<file path="config.mk">
export PLATFORM = sky130hd
export DESIGN_NAME = axi_lite_regfile_slave
export DESIGN_NICKNAME = d
export VERILOG_FILES = /design/src/rtl/axi_lite_regfile_slave.sv
export SDC_FILE = /design/constraint.sdc
export NUM_CORES = 1
export LEC_CHECK = 0
export ABC_CLOCK_PERIOD_IN_PS = 3600
export CAP_MARGIN = 15
export CORE_AREA = 2 2 459 461
export CTS_BUF_LIST = sky130_fd_sc_hd__clkbuf_8
export DETAILED_ROUTE_END_ITERATION = 10
export DIE_AREA = 0 0 461 463
export SLEW_MARGIN = 20
export SYNTH_ARGS = -nofsm -noshare
export SYNTH_HDL_FRONTEND = slang
export SYNTH_SLANG_ARGS = --single-unit
</file>
<file path="constraint.sdc">
create_clock -name ACLK -period 3.6 [get_ports ACLK]
set_input_delay 1.08 -clock ACLK [delete_from_list [all_inputs] [get_ports ACLK]]
set_output_delay 1.08 -clock ACLK [all_outputs]
set_load 0.02 [all_outputs]
</file>
<file path="src/rtl/axi_lite_regfile_slave.sv">
// AXI4-Lite slave terminating in a bank of memory-mapped registers.
// Registers flagged in RO_MASK read from ro_in and reject writes with SLVERR.
module axi_lite_regfile_slave #(
    parameter int ADDR_WIDTH = 32,
    parameter int DATA_WIDTH = 32,
    parameter int NUM_REGS   = 16,
    parameter logic [NUM_REGS-1:0] RO_MASK = '0
) (
    input  logic                           ACLK,
    input  logic                           ARESETn,
    input  logic [ADDR_WIDTH-1:0]          AWADDR,
    input  logic                           AWVALID,
    output logic                           AWREADY,
    input  logic [DATA_WIDTH-1:0]          WDATA,
    input  logic [DATA_WIDTH/8-1:0]        WSTRB,
    input  logic                           WVALID,
    output logic                           WREADY,
    output logic [1:0]                     BRESP,
    output logic                           BVALID,
    input  logic                           BREADY,
    input  logic [ADDR_WIDTH-1:0]          ARADDR,
    input  logic                           ARVALID,
    output logic                           ARREADY,
    output logic [DATA_WIDTH-1:0]          RDATA,
    output logic [1:0]                     RRESP,
    output logic                           RVALID,
    input  logic                           RREADY,
    output logic [NUM_REGS*DATA_WIDTH-1:0] reg_out,
    input  logic [NUM_REGS*DATA_WIDTH-1:0] ro_in,
    output logic [NUM_REGS-1:0]            wr_pulse
);
    localparam int STRB_WIDTH = DATA_WIDTH / 8;
    localparam int LSB        = $clog2(STRB_WIDTH);
    localparam int IDX_W      = $clog2(NUM_REGS);
    localparam logic [ADDR_WIDTH:0] LIMIT = (ADDR_WIDTH+1)'(NUM_REGS * STRB_WIDTH);
    localparam logic [1:0] RESP_OKAY   = 2'b00;
    localparam logic [1:0] RESP_SLVERR = 2'b10;

    logic [DATA_WIDTH-1:0] regs   [NUM_REGS];
    logic [DATA_WIDTH-1:0] ro_arr [NUM_REGS];

    for (genvar i = 0; i < NUM_REGS; i++) begin : g_map
        assign ro_arr[i] = ro_in[i*DATA_WIDTH +: DATA_WIDTH];
        assign reg_out[i*DATA_WIDTH +: DATA_WIDTH] = RO_MASK[i] ? '0 : regs[i];
    end

    // ---------------- write path ----------------
    logic                  aw_held, w_held, bvalid_q;
    logic [ADDR_WIDTH-1:0] aw_addr_q;
    logic [DATA_WIDTH-1:0] w_data_q;
    logic [STRB_WIDTH-1:0] w_strb_q;
    logic [1:0]            bresp_q;
    logic                  aw_hs, w_hs, commit, wr_ok;
    logic [IDX_W-1:0]      wr_idx;

    assign AWREADY = !aw_held && !bvalid_q;
    assign WREADY  = !w_held && !bvalid_q;
    assign BVALID  = bvalid_q;
    assign BRESP   = bresp_q;

    assign aw_hs  = AWVALID && AWREADY;
    assign w_hs   = WVALID && WREADY;
    assign commit = aw_held && w_held;
    assign wr_idx = aw_addr_q[LSB +: IDX_W];
    assign wr_ok  = ({1'b0, aw_addr_q} < LIMIT) && !RO_MASK[wr_idx];

    always_ff @(posedge ACLK or negedge ARESETn) begin
        if (!ARESETn) begin
            aw_held   <= 1'b0;
            w_held    <= 1'b0;
            bvalid_q  <= 1'b0;
            bresp_q   <= RESP_OKAY;
            aw_addr_q <= '0;
            w_data_q  <= '0;
            w_strb_q  <= '0;
            wr_pulse  <= '0;
        end else begin
            wr_pulse <= '0;
            if (aw_hs) begin
                aw_held   <= 1'b1;
                aw_addr_q <= AWADDR;
            end
            if (w_hs) begin
                w_held   <= 1'b1;
                w_data_q <= WDATA;
                w_strb_q <= WSTRB;
            end
            // ready is low while a response is pending, so commit and B handshake never overlap
            if (commit) begin
                aw_held  <= 1'b0;
                w_held   <= 1'b0;
                bvalid_q <= 1'b1;
                bresp_q  <= wr_ok ? RESP_OKAY : RESP_SLVERR;
                if (wr_ok) begin
                    wr_pulse[wr_idx] <= 1'b1;
                end
            end else if (bvalid_q && BREADY) begin
                bvalid_q <= 1'b0;
            end
        end
    end

    always_ff @(posedge ACLK or negedge ARESETn) begin
        if (!ARESETn) begin
            for (int i = 0; i < NUM_REGS; i++) begin
                regs[i] <= '0;
            end
        end else if (commit && wr_ok) begin
            for (int k = 0; k < STRB_WIDTH; k++) begin
                if (w_strb_q[k]) begin
                    regs[wr_idx][k*8 +: 8] <= w_data_q[k*8 +: 8];
                end
            end
        end
    end

    // ---------------- read path ----------------
    logic                  rvalid_q;
    logic [DATA_WIDTH-1:0] rdata_q;
    logic [1:0]            rresp_q;
    logic [IDX_W-1:0]      rd_idx;
    logic                  rd_in_range;

    assign ARREADY     = !rvalid_q;
    assign RVALID      = rvalid_q;
    assign RDATA       = rdata_q;
    assign RRESP       = rresp_q;
    assign rd_idx      = ARADDR[LSB +: IDX_W];
    assign rd_in_range = {1'b0, ARADDR} < LIMIT;

    // regs is sampled before any same-edge commit lands, so reads see the old value
    always_ff @(posedge ACLK or negedge ARESETn) begin
        if (!ARESETn) begin
            rvalid_q <= 1'b0;
            rdata_q  <= '0;
            rresp_q  <= RESP_OKAY;
        end else if (ARVALID && ARREADY) begin
            rvalid_q <= 1'b1;
            if (!rd_in_range) begin
                rdata_q <= '0;
                rresp_q <= RESP_SLVERR;
            end else begin
                rdata_q <= RO_MASK[rd_idx] ? ro_arr[rd_idx] : regs[rd_idx];
                rresp_q <= RESP_OKAY;
            end
        end else if (rvalid_q && RREADY) begin
            rvalid_q <= 1'b0;
        end
    end

endmodule

</file>
**Run 1: the metal 3 layer**

(1 px per um) Cells faint in the background.
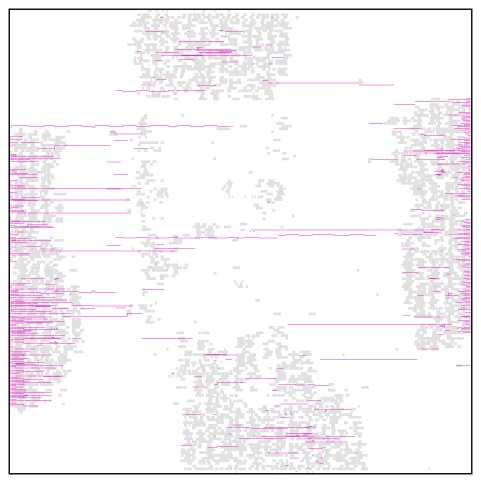
- wire length on this layer: 8680 um
- nets with wire on the layer: 462
- share of all routed wire: 5.9%

**Run 1: congestion heat map**

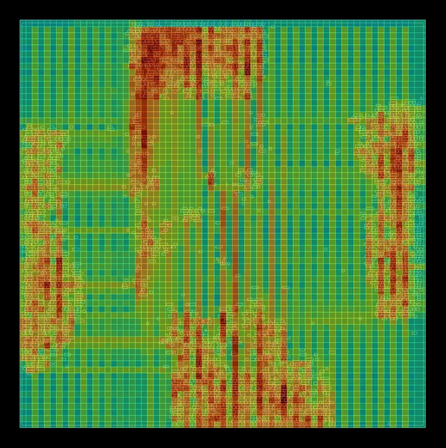
Final Util: 20.8%
met3 Track Usage GR: 3.35%
met2 usage: 23.1%
mean routed wirelength per cell: 25.7 um

**Run 1: ports around the boundary**

(1 px per um) Pins as bars across the die edge, other pins in grey.
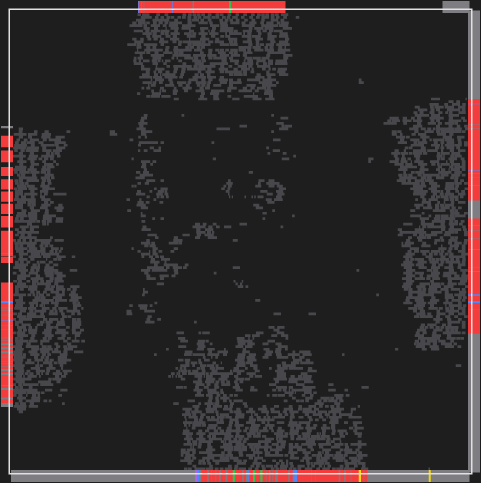
- yellow: `RRESP` (pins 2; direction output; edge bottom)
- purple: `BVALID` (pins 1; direction output; edge bottom)
- blue: `RDATA` (pins 32; direction output; edge 11 top, 10 right, 7 bottom, 4 left)
- red: `reg_out` (pins 512; direction output; edge 140 right, 134 top, 131 left, 107 bottom)
- green: `WSTRB` (pins 4; direction input; edge 3 bottom, 1 top)
- all pins by edge: 497 bottom, 339 right, 187 top, 165 left

run 1: metal layers:
layer  vias to the layer above  track usage, %
li1                       9085               -
met1                     11200            15.6
met2                       772            23.1
met3                       220            3.35
met4                         6            6.03
met5                         -               0
run 1: final cells by class:
| cell class | instances | area share (%) |
|---|---|---|
| flip-flops and latches | 632 | 36.5 |
| multi-input cells | 1182 | 29.2 |
| repair buffers | 848 | 20.3 |
| well taps | 2805 | 8.10 |
| clock buffers | 143 | 4.54 |
| clock inverters | 72 | 1.29 |
| diodes | 10 | 0.0577 |
| inverters | 5 | 0.0433 |
run 1: state kept, by name, indices dropped and copies added (netlist names), 4 cells and up:
register / count
wr_pulse: 16
w_data_q: 32
w_strb_q: 4
reg_out: 512
RDATA: 32
aw_addr_q: 30
run 1: placed cells by master (no fill, tap or decap), types with 3 or more instances in the layout:
cell,netlist,final
mux2_2,657,657
nor2_1,20,19
nor3_2,48,18
nand3_1,11,11
buf_4,2,121
nor3_4,0,30
a211oi_1,33,33
a222oi_1,29,29
nor2b_1,35,34
clkbuf_8,0,143
bufinv_16,0,7
dfrtp_1,632,632
buf_12,1,60
mux2i_1,95,95
mux4_2,37,37
inv_1,5,44
nor4_4,19,19
mux2_4,8,8
clkinv_2,0,15
o22ai_1,30,30
diode_2,0,10
inv_8,0,3
o2111a_1,29,29
clkinvlp_4,0,5
and3_1,3,3
clkdlybuf4s50_1,0,664
a21oi_1,4,4
nor4b_1,30,30
nor4_1,9,9
nand4_2,3,3
nand2_1,49,47
nor3_1,4,4
run 1: cells by family (layout without fill, tap and decap cells):
| kind of cell | Yosys count | after routing |
|---|---|---|
| simple gates | 245 | 245 |
| mux | 799 | 799 |
| flops | 632 | 632 |
| buf+inv | 132 | 1068 |
| compound gates | 136 | 136 |
| other cells | 1 | 12 |
==> Changelog: implementation, run 1 <==
### Implementation results

- Die Area: 0.213 mm2
- Ys async rst share: 100%
- Latency at later pin: 0.88 ns
- Mux share: 32.4%
- CTS Buffer Depth: 3
- Initial antenna violation count: 18
- Antenna viol nets, final: 0
- Fin Setup TNS: 0 ns
- Clock root buffer: clkbuf_8
- DRT Pass-1 Iters: 6
- Post-CTS setup buffers: 0
- AND-OR/OR-AND Cells, Area Fraction: 4.02%
- Seq power: 0.00888 W
- Drt via density: 3.73
- Die Width: 461 um
- Max-cap check violation count: 0
- Dominant kind of combinational cell: multiplexers
- Routed length on met1: 58500 um
- Initial DRC Count: 1342
- Comb. pwr: 0.00227 W
- First-pass GRT wire length: 197000 um
- Clock share of power: 40.3%
- Fin Hold WS: 0.227 ns
- EDFF count, synth: 0
- Hold Vio Cnt, Final: 0
- Worst EP required: 2.52 ns
- Cells on worst reg2reg path: 5
- Clk sink count: 632
- Gr ovfl total: 0
- Worst reg-to-reg setup slack: 0.79 ns
- Wire length on met3: 8680 um
- Register share of total power: 47.6%
- Post-Place Cell Area: 0.0408 mm2
- # IOs: 1188
- Port bufs: 669
- Synth Flop Type: dfrtp_1
- PwrDens: 431 mW/mm2
- Setup Skew: 0.0587 ns
- Outcome: completed
- Fill count: 22500
- Critical path depth: 1
- Final wirelength: 146000 um
- Data arrival time of the worst path: 2.26 ns
- Vias in the first global route: 22800
- Yosys reg bits: 632
- Finish-stage setup viols: 0
- Worst Tran Pin Value: 1.03 ns
- Synth warn: 0
- RR Endpoint: reg_out[486]
- Pre-Place Util: 13.8%
- Hold WC Path Type: in -> async
- Most numerous cell in the Yosys netlist: mux2_2
- CP Class: reg -> out
- # nets final: 3405
- Synthesized instance count: 1945
- Row count: 168
- Residual DRC: 0
- Synth unique cells: 44
- # hold bufs at CTS: 0
- Seq share, synth: 55.0%
- Post-CTS sizing: 0
- Reg area: 0.0158 mm2
- CTS tree: built
- Largest net degree at the start of global routing: 93
- Placed cells: 5472
- Cell family with most CP delay: buffers and inverters
- Cell area after layout: 0.0433 mm2
- Slowest stage delay, CP: 1.02 ns
- # H-tree levels: 3
- Dominant cell area share: 55.0%
- Synth Area in Simple Gates: 6.68%
- CP Max Fanout: 3
- Post-place setup slack: 0.351 ns
- Critical-path cell list: clkdlybuf4s50_1
- Rel. slew slack: 31.0%
- Yosys cell count: 1945
- CP Launch Point: reg_out[225]
- Final worst setup slack: 0.258 ns
- Cell taking the most area after synthesis: dfrtp_1
- Total number of vias: 21300
- WL met2: 72400 um
- Internal Power: 0.0125 W
- Reg clk slew, reported paths: 0.06 ns
- Clk. pwr: 0.00752 W
- Top power group: sequential cells
==> run 1 -> run 2 <==
- TNS_END_PERCENT: unset -> 10
**Run 2: wire density map**

The die is cut into 23 by 23 equal tiles; dark blue is low, red is high, scaled to the fullest tile. Values are wire area over tile area, all layers added.
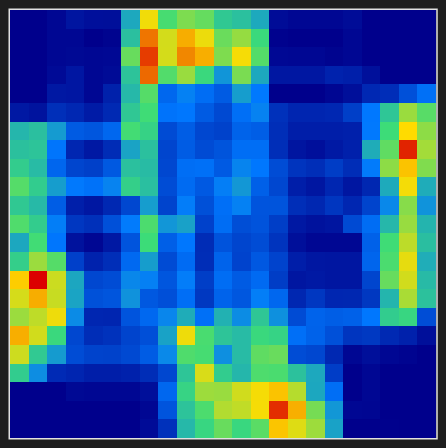
- mean over tiles: 0.11
- fullest tile: 0.45
- densest ninth of the die: bottom centre

**Run 2: the metal 3 layer**

(1 px per um) Cells faint in the background.
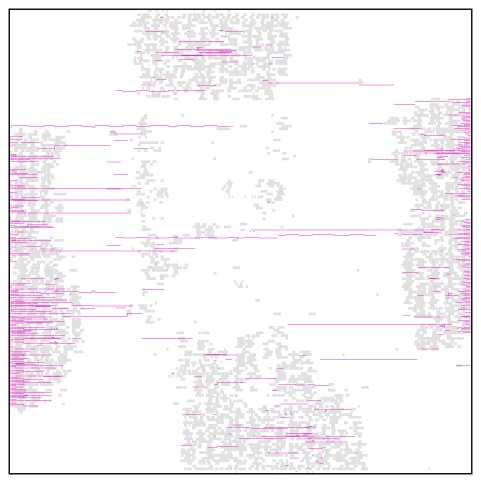
- main direction: horizontal
- nets with wire on the layer: 462
- wire length on this layer: 8680 um
- longest straight run: 193 um
- share of all routed wire: 5.9%

==> Changelog: implementation, run 2 <==
### Implementation results

- CP bufs+invs: 1 (unchanged)
- TritonCTS Buffers: 117 (unchanged)
- Most numerous cell in the Yosys netlist: mux2_2 (unchanged)
- Dominant cell area share: 55.0% (unchanged)
- Top sig layer: met5 (unchanged)
- # nets final: 3405 (unchanged)
- Post-CTS sizing: 0 (unchanged)
- Synth top cells by count: mux2_2 (657), dfrtp_1 (632), mux2i_1 (95) (unchanged)
- Final Util: 20.8% (unchanged)
- Die Area: 0.213 mm2 (unchanged)
- Total number of vias: 21300 (unchanged)
- Max-cap check violation count: 0 (unchanged)
- Hold WC Path Type: in -> async (unchanged)
- Cells on worst reg2reg path: 5 (unchanged)
- Reg clk slew, reported paths: 0.06 ns (about the same)
- P_leak: 19.0 nW (unchanged)
- # hold bufs at CTS: 0 (unchanged)
- RSZ-0062 raised after global routing: no (unchanged)
- Ys async rst share: 100% (unchanged)
- Fin Setup TNS: 0 ns (unchanged)
- Core Area: 0.209 mm2 (unchanged)
- CP Max Fanout: 3 (unchanged)
- Clock root buffer: clkbuf_8 (unchanged)
- Cycle use final: 92.8% (unchanged)
- # IOs: 1188 (unchanged)
- Largest net degree at the start of global routing: 93 (unchanged)
- First-pass GRT wire length: 197000 um (unchanged)
- OpenROAD warnings: 544 (unchanged)
- CP Capture Type: primary output (unchanged)
- CP Class: reg -> out (unchanged)
- GR Util All Layers: 13.4% (unchanged)
- Antenna viol nets, final: 0 (unchanged)
- Post-CTS setup buffers: 0 (unchanged)
- Worst R2R Start: aw_addr_q[17] (unchanged)
- Netlist Area Pre-Place: 0.0288 mm2 (unchanged)
- Post-place setup slack: 0.351 ns (unchanged)
- Residual DRC: 0 (unchanged)
- Gpl congestion: 0.846 (unchanged)
- Yosys cell count: 1945 (unchanged)
- Clk sink count: 632 (unchanged)
- RR Endpoint: reg_out[486] (unchanged)
- DRT Pass-1 Iters: 6 (unchanged)
- Worst reg-to-reg setup slack: 0.79 ns (about the same)
- Synth unique cells: 44 (unchanged)
- Outcome: completed (unchanged)
- Data arrival time of the worst path: 2.26 ns (about the same)
- Final wirelength: 146000 um (unchanged)
- Initial antenna violation count: 18 (unchanged)
- Setup Skew: 0.0587 ns (unchanged)
- Cell family with most CP delay: buffers and inverters (unchanged)
- CP Launch Type: register (unchanged)
- Critical-path cell list: clkdlybuf4s50_1 (unchanged)
- Die Width: 461 um (unchanged)
- VDD IR max: 307 uV (unchanged)
- # H-tree levels: 3 (unchanged)
- Area grow syn2layout: 50.6% (unchanged)
- Vertical die size: 463 um (unchanged)
- Hpwl dp: 113000 um (unchanged)
- Top area cell types: dfrtp_1 (55%), mux2_2 (26%), mux2i_1 (3.3%) (unchanged)
- Most numerous logic cells after layout: clkdlybuf4s50_1 (664), mux2_2 (657), dfrtp_1 (632), clkbuf_8 (143), buf_4 (121) (unchanged)
- Seq share, synth: 55.0% (unchanged)
- Gr ovfl total: 0 (unchanged)
- Routed length on met1: 58500 um (unchanged)
- Synth Flop Type: dfrtp_1 (unchanged)
- Mapped Avg Cell Area: 14.8 um2 (unchanged)
- Rel. slew slack: 31.0% (unchanged)
- Fin crit period: 3.34 ns (unchanged)
- Worst EP required: 2.52 ns (about the same)
- Yosys Chip Area: 0.0288 mm2 (unchanged)
- PwrDens: 431 mW/mm2 (unchanged)
- Final worst setup slack: 0.258 ns (unchanged)
- Initial DRC Count: 1342 (unchanged)
- Vias in the first global route: 22800 (unchanged)
- Yosys reg bits: 632 (unchanged)
- Port bufs: 669 (unchanged)
- Wire length on met3: 8680 um (unchanged)
- Pre-Place Util: 13.8% (unchanged)
- CTS tree: built (unchanged)
- Row count: 168 (unchanged)
- Max reg flops: 512 (unchanged)
- Slew Viols, Final: 0 (unchanged)
- Hold Vio Cnt, Final: 0 (unchanged)
- Mean routed wirelength per cell: 25.7 um (unchanged)
- Finish-stage setup viols: 0 (unchanged)
- Crit-path slowest cell: clkdlybuf4s50_1 (unchanged)
- Layout cell share with drive strength beyond 1: 39.7% (unchanged)
- CTS Buffer Depth: 3 (unchanged)
- Most used logic cell in the final layout: clkdlybuf4s50_1 (unchanged)
- Synth warn: 0 (unchanged)
- Latency at later pin: 0.88 ns (about the same)
- Drt via density: 3.73 (unchanged)
- Synthesized instance count: 1945 (unchanged)
- FMAX: 0.299 GHz (unchanged)
- WL met2: 72400 um (unchanged)
- Worst Tran Pin Value: 1.03 ns (unchanged)
- Slowest stage delay, CP: 1.02 ns (about the same)
- EDFF count, synth: 0 (unchanged)
- Cell taking the most area after synthesis: dfrtp_1 (unchanged)
run 2: cell counts in the layout (fill, tap and decap cells not counted):
No cell type changed its count.
run 2: cell families after synthesis:
kind of cell / Yosys count / synth area share, %
other cells: 1 / 0.0130
simple gates: 245 / 6.68
buf+inv: 132 / 1.91
compound gates: 136 / 4.02
mux: 799 / 32.4
flops: 632 / 55.0
run 2: metrics by stage:
step	cell area (um2)	std cells	power (W)	hold WS, ns
global route	43300	5691	0.0195	0.162
floorplan	28800	1946	0.00953	0.481
CTS	43300	5687	0.0190	0.0941
finish	43300	5697	0.0187	0.227
global placement	40800	5472	0.0112	0.482
detailed placement	40800	5472	0.0113	0.492
run 2: final cells by class:
cell class / count / area [um2]
Fill cell: 22500 / 165000
Sequential cell: 632 / 15800
Multi-Input combinational cell: 1182 / 12600
Timing Repair Buffer: 848 / 8800
Tap cell: 2805 / 3510
Clock buffer: 143 / 1970
Clock inverter: 72 / 559
Antenna cell: 10 / 25.0
Inverter: 5 / 18.8
run 2: metal layers:
metal | global-route usage [%] | up-vias
met3 | 3.35 | 220
met4 | 6.03 | 6
met1 | 15.6 | 11200
met5 | 0 | -
met2 | 23.1 | 772
li1 | - | 9085
run 2: worst max path at each step:
stage	startpoint	endpoint	slack [ns]	cells after the start
CTS	reg_out[193]	reg_out[193]	0.06	1
finish	reg_out[225]	reg_out[225]	0.26	1
detailed placement	ARADDR[2]	RDATA[29]	0.35	7
global route	reg_out[193]	reg_out[193]	0.16	1
global placement	ARVALID	RDATA[16]	0.41	6
floorplan	ARADDR[2]	RDATA[10]	0.69	7
run 2: power by group:
part | leakage (nW) | switching (W) | internal, W
Sequential | 8.67 | 0.00140 | 0.00749
Combinational | 8.85 | 0.00135 | 0.000923
Clock | 1.44 | 0.00340 | 0.00412
Total | 19.0 | 0.00614 | 0.0125
**Run 2: signal wires on met2**

(1 px per um) Cells faint in the background.
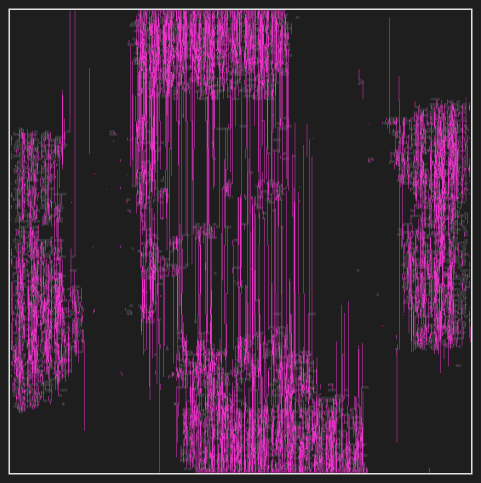

==> run 2 -> run 3 <==
- ABC_CLOCK_PERIOD_IN_PS: 3600 -> 3650
- CORE_AREA: 2 2 459 461 -> 2 2 460 462
- DIE_AREA: 0 0 461 463 -> 0 0 462 464
- clock period: 3.6 -> 3.65 ns (I/O delays scaled with it)
**Run 3: signal wires on met2**

(1 px per um) Cells faint in the background.
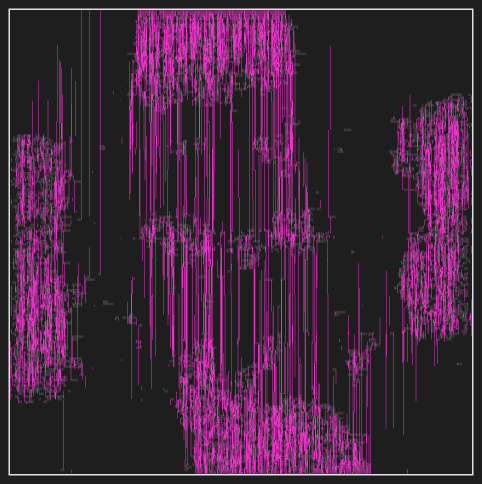
- longest straight run: 264 um
- share of all routed wire: 50%
- nets with wire on the layer: 2731
- wire length on this layer: 74.6 mm
- main direction: vertical

**Run 3: congestion heat map**

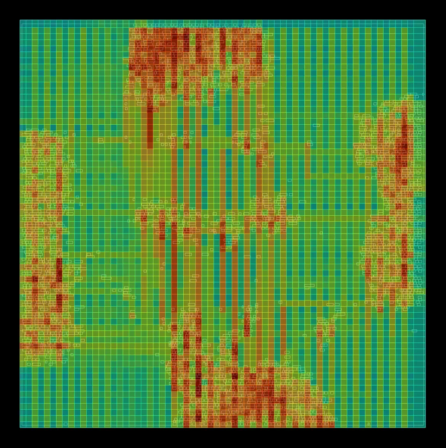
met2 usage: 23.5%
GR Util All Layers: 13.7%
met3 Track Usage GR: 3.61%
Final Util: 20.6%
mean routed wirelength per cell: 26.4 um

==> Changelog: implementation, run 3 <==
### Implementation results

- CP Class: reg -> out (unchanged)
- Ys async rst share: 100% (unchanged)
- Top area cell types: dfrtp_1 (55%), mux2_2 (26%), mux2i_1 (3.3%) (unchanged)
- Initial antenna violation count: 22 (was 18)
- Max reg flops: 512 (unchanged)
- Yosys cell count: 1945 (unchanged)
- Gr ovfl total: 0 (unchanged)
- Row count: 168 (unchanged)
- Gpl congestion: 0.837 (was 0.846)
- Hold Vio Cnt, Final: 0 (unchanged)
- Drt via density: 3.76 (was 3.73)
- Critical path depth: 1 (unchanged)
- Hold WC Path Type: in -> async (unchanged)
- Die Area: 0.214 mm2 (was 0.213 mm2)
- Synthesized instance count: 1945 (unchanged)
- Latency at later pin: 0.88 ns (about the same)
- Pre-Place Util: 13.8% (about the same)
- Cell area after layout: 0.0432 mm2 (was 0.0433 mm2)
- CTS tree: built (unchanged)
- Hpwl dp: 115000 um (was 113000 um)
- Most used logic cell in the final layout: clkdlybuf4s50_1 (unchanged)
- CP bufs+invs: 1 (unchanged)
- Reg clk slew, reported paths: 0.06 ns (about the same)
- Area grow syn2layout: 50.1% (was 50.6%)
- P_leak: 18.7 nW (was 19.0 nW)
- Port bufs: 669 (unchanged)
- OpenROAD warnings: 546 (was 544)
- # nets final: 3407 (was 3405)
- Largest net degree at the start of global routing: 105 (was 93)
- Yosys reg bits: 632 (unchanged)
- Slowest stage delay, CP: 1.06 ns (was 1.02 ns)
- Yosys Chip Area: 0.0288 mm2 (unchanged)
- # IOs: 1188 (unchanged)
- RSZ-0062 raised after global routing: no (unchanged)
- Netlist Area Pre-Place: 0.0288 mm2 (unchanged)
- Final wirelength: 150000 um (was 146000 um)
- Mapped Avg Cell Area: 14.8 um2 (unchanged)
- Total number of vias: 21400 (was 21300)
- VDD IR max: 355 uV (was 307 uV)
- Finish-stage setup viols: 0 (unchanged)
- Post-CTS sizing: 0 (unchanged)
- Post-Place Cell Area: 0.0405 mm2 (was 0.0408 mm2)
- FMAX: 0.293 GHz
- Cell family with most CP delay: buffers and inverters (unchanged)
- Post-route insts no fill: 5702 (was 5697)
- Synth warn: 0 (unchanged)
- CP Launch Type: register (unchanged)
- Synth unique cells: 44 (unchanged)
- Most numerous cell in the Yosys netlist: mux2_2 (unchanged)
- Fin crit period: 3.41 ns
- Max-cap check violation count: 0 (unchanged)
- Synth Flop Type: dfrtp_1 (unchanged)
- Crit-path slowest cell: clkdlybuf4s50_1 (unchanged)
- First-pass GRT wire length: 200000 um (was 197000 um)
- Most numerous logic cells after layout: clkdlybuf4s50_1 (664), mux2_2 (657), dfrtp_1 (632), clkbuf_8 (152), buf_4 (141) (was clkdlybuf4s50_1 (664), mux2_2 (657), dfrtp_1 (632), clkbuf_8 (143), buf_4 (121))
- TritonCTS Buffers: 117 (unchanged)
- Data arrival time of the worst path: 2.32 ns (was 2.26 ns)
- PwrDens: 436 mW/mm2 (was 431 mW/mm2)
- # H-tree levels: 3 (unchanged)
- Fin Setup TNS: 0 ns (unchanged)
- CP Max Fanout: 3 (unchanged)
- Rel. slew slack: 36.0% (was 31.0%)
- Cycle use final: 93.5%
- Layout cell share with drive strength beyond 1: 40.3% (was 39.7%)
- Clk sink count: 632 (unchanged)
- Vertical die size: 464 um (was 463 um)
- Slew Viols, Final: 0 (unchanged)
- Cell taking the most area after synthesis: dfrtp_1 (unchanged)
- Post-CTS setup buffers: 0 (unchanged)
- Critical-path cell list: clkdlybuf4s50_1 (unchanged)
- Outcome: completed (unchanged)
- Residual DRC: 0 (unchanged)
- Die Width: 462 um (was 461 um)
- Cells on worst reg2reg path: 6 (was 5)
- Worst EP required: 2.55 ns (was 2.52 ns)
- Vias in the first global route: 22400 (was 22800)
- EDFF count, synth: 0 (unchanged)
- Seq share, synth: 55.0% (unchanged)
- Setup Skew: 0.0706 ns (was 0.0587 ns)
- Antenna viol nets, final: 0 (unchanged)
- Initial DRC Count: 1454 (was 1342)
- CTS Buffer Depth: 3 (unchanged)
- Synth top cells by count: mux2_2 (657), dfrtp_1 (632), mux2i_1 (95) (unchanged)
- # hold bufs at CTS: 0 (unchanged)
- CP Capture Type: primary output (unchanged)
- Dominant cell area share: 55.0% (unchanged)
- Clock root buffer: clkbuf_8 (unchanged)
- Placed cells: 5474 (was 5472)
- Core Area: 0.209 mm2 (about the same)
- Worst Tran Pin Value: 0.960 ns (was 1.03 ns)
- DRT Pass-1 Iters: 7 (was 6)
[run 3: cell counts after synthesis]
No cell type changed its count.
[run 3: cell families after synthesis]
kind of cell,Yosys count,share of synthesized area [%]
other cells,1,0.0130
simple gates,245,6.68
compound gates,136,4.02
buf+inv,132,1.91
flops,632,55.0
mux,799,32.4
[run 3: stage by stage]
step	power [W]	util [%]	worst slack [ns]	hold WS [ns]
CTS	0.0192	20.6	0.0573	0.0565
floorplan	0.00940	-	0.727	0.481
global route	0.0197	20.6	0.0989	0.0632
finish	0.0188	20.6	0.236	0.153
global placement	0.0111	19.3	0.409	0.494
detailed placement	0.0112	19.3	0.310	0.497
[run 3: worst paths after layout]
path	slack [ns]	to	from
worst max-delay path	0.24	reg_out[129]	reg_out[129]
worst min-delay path	0.15	RDATA[20]	ARESETn
worst min register to register	0.51	aw_addr_q[23]	aw_addr_q[23]
min in group ACLK	0.51	aw_addr_q[23]	aw_addr_q[23]
max in group asynchronous	2.41	reg_out[478]	ARESETn
worst max register to register	0.66	reg_out[412]	aw_addr_q[17]
[run 3: metal layers]
metal	track usage, %	vias up	share of wire [%]
met5	0	-	0
met4	6.60	0	5.2
met3	3.61	212	6.3
met2	23.5	816	50
met1	15.7	11300	39
li1	-	9084	-
[run 3: power breakdown]
group          internal, W  total, W  switching, W
Clock              0.00441   0.00783       0.00342
Sequential         0.00738   0.00884       0.00146
Combinational     0.000888   0.00217       0.00128
Total               0.0127    0.0188       0.00616
[run 3: final cells by class]
class                           count  area [um2]
Fill cell                       22400      166000
Timing Repair Buffer              850        8590
Clock inverter                     63         593
Tap cell                         2805        3510
Multi-Input combinational cell   1182       12500
Antenna cell                       13        32.5
Clock buffer                      152        2090
Inverter                            5        18.8
Sequential cell                   632       15800
Power is estimated from default activity; no workload was simulated.
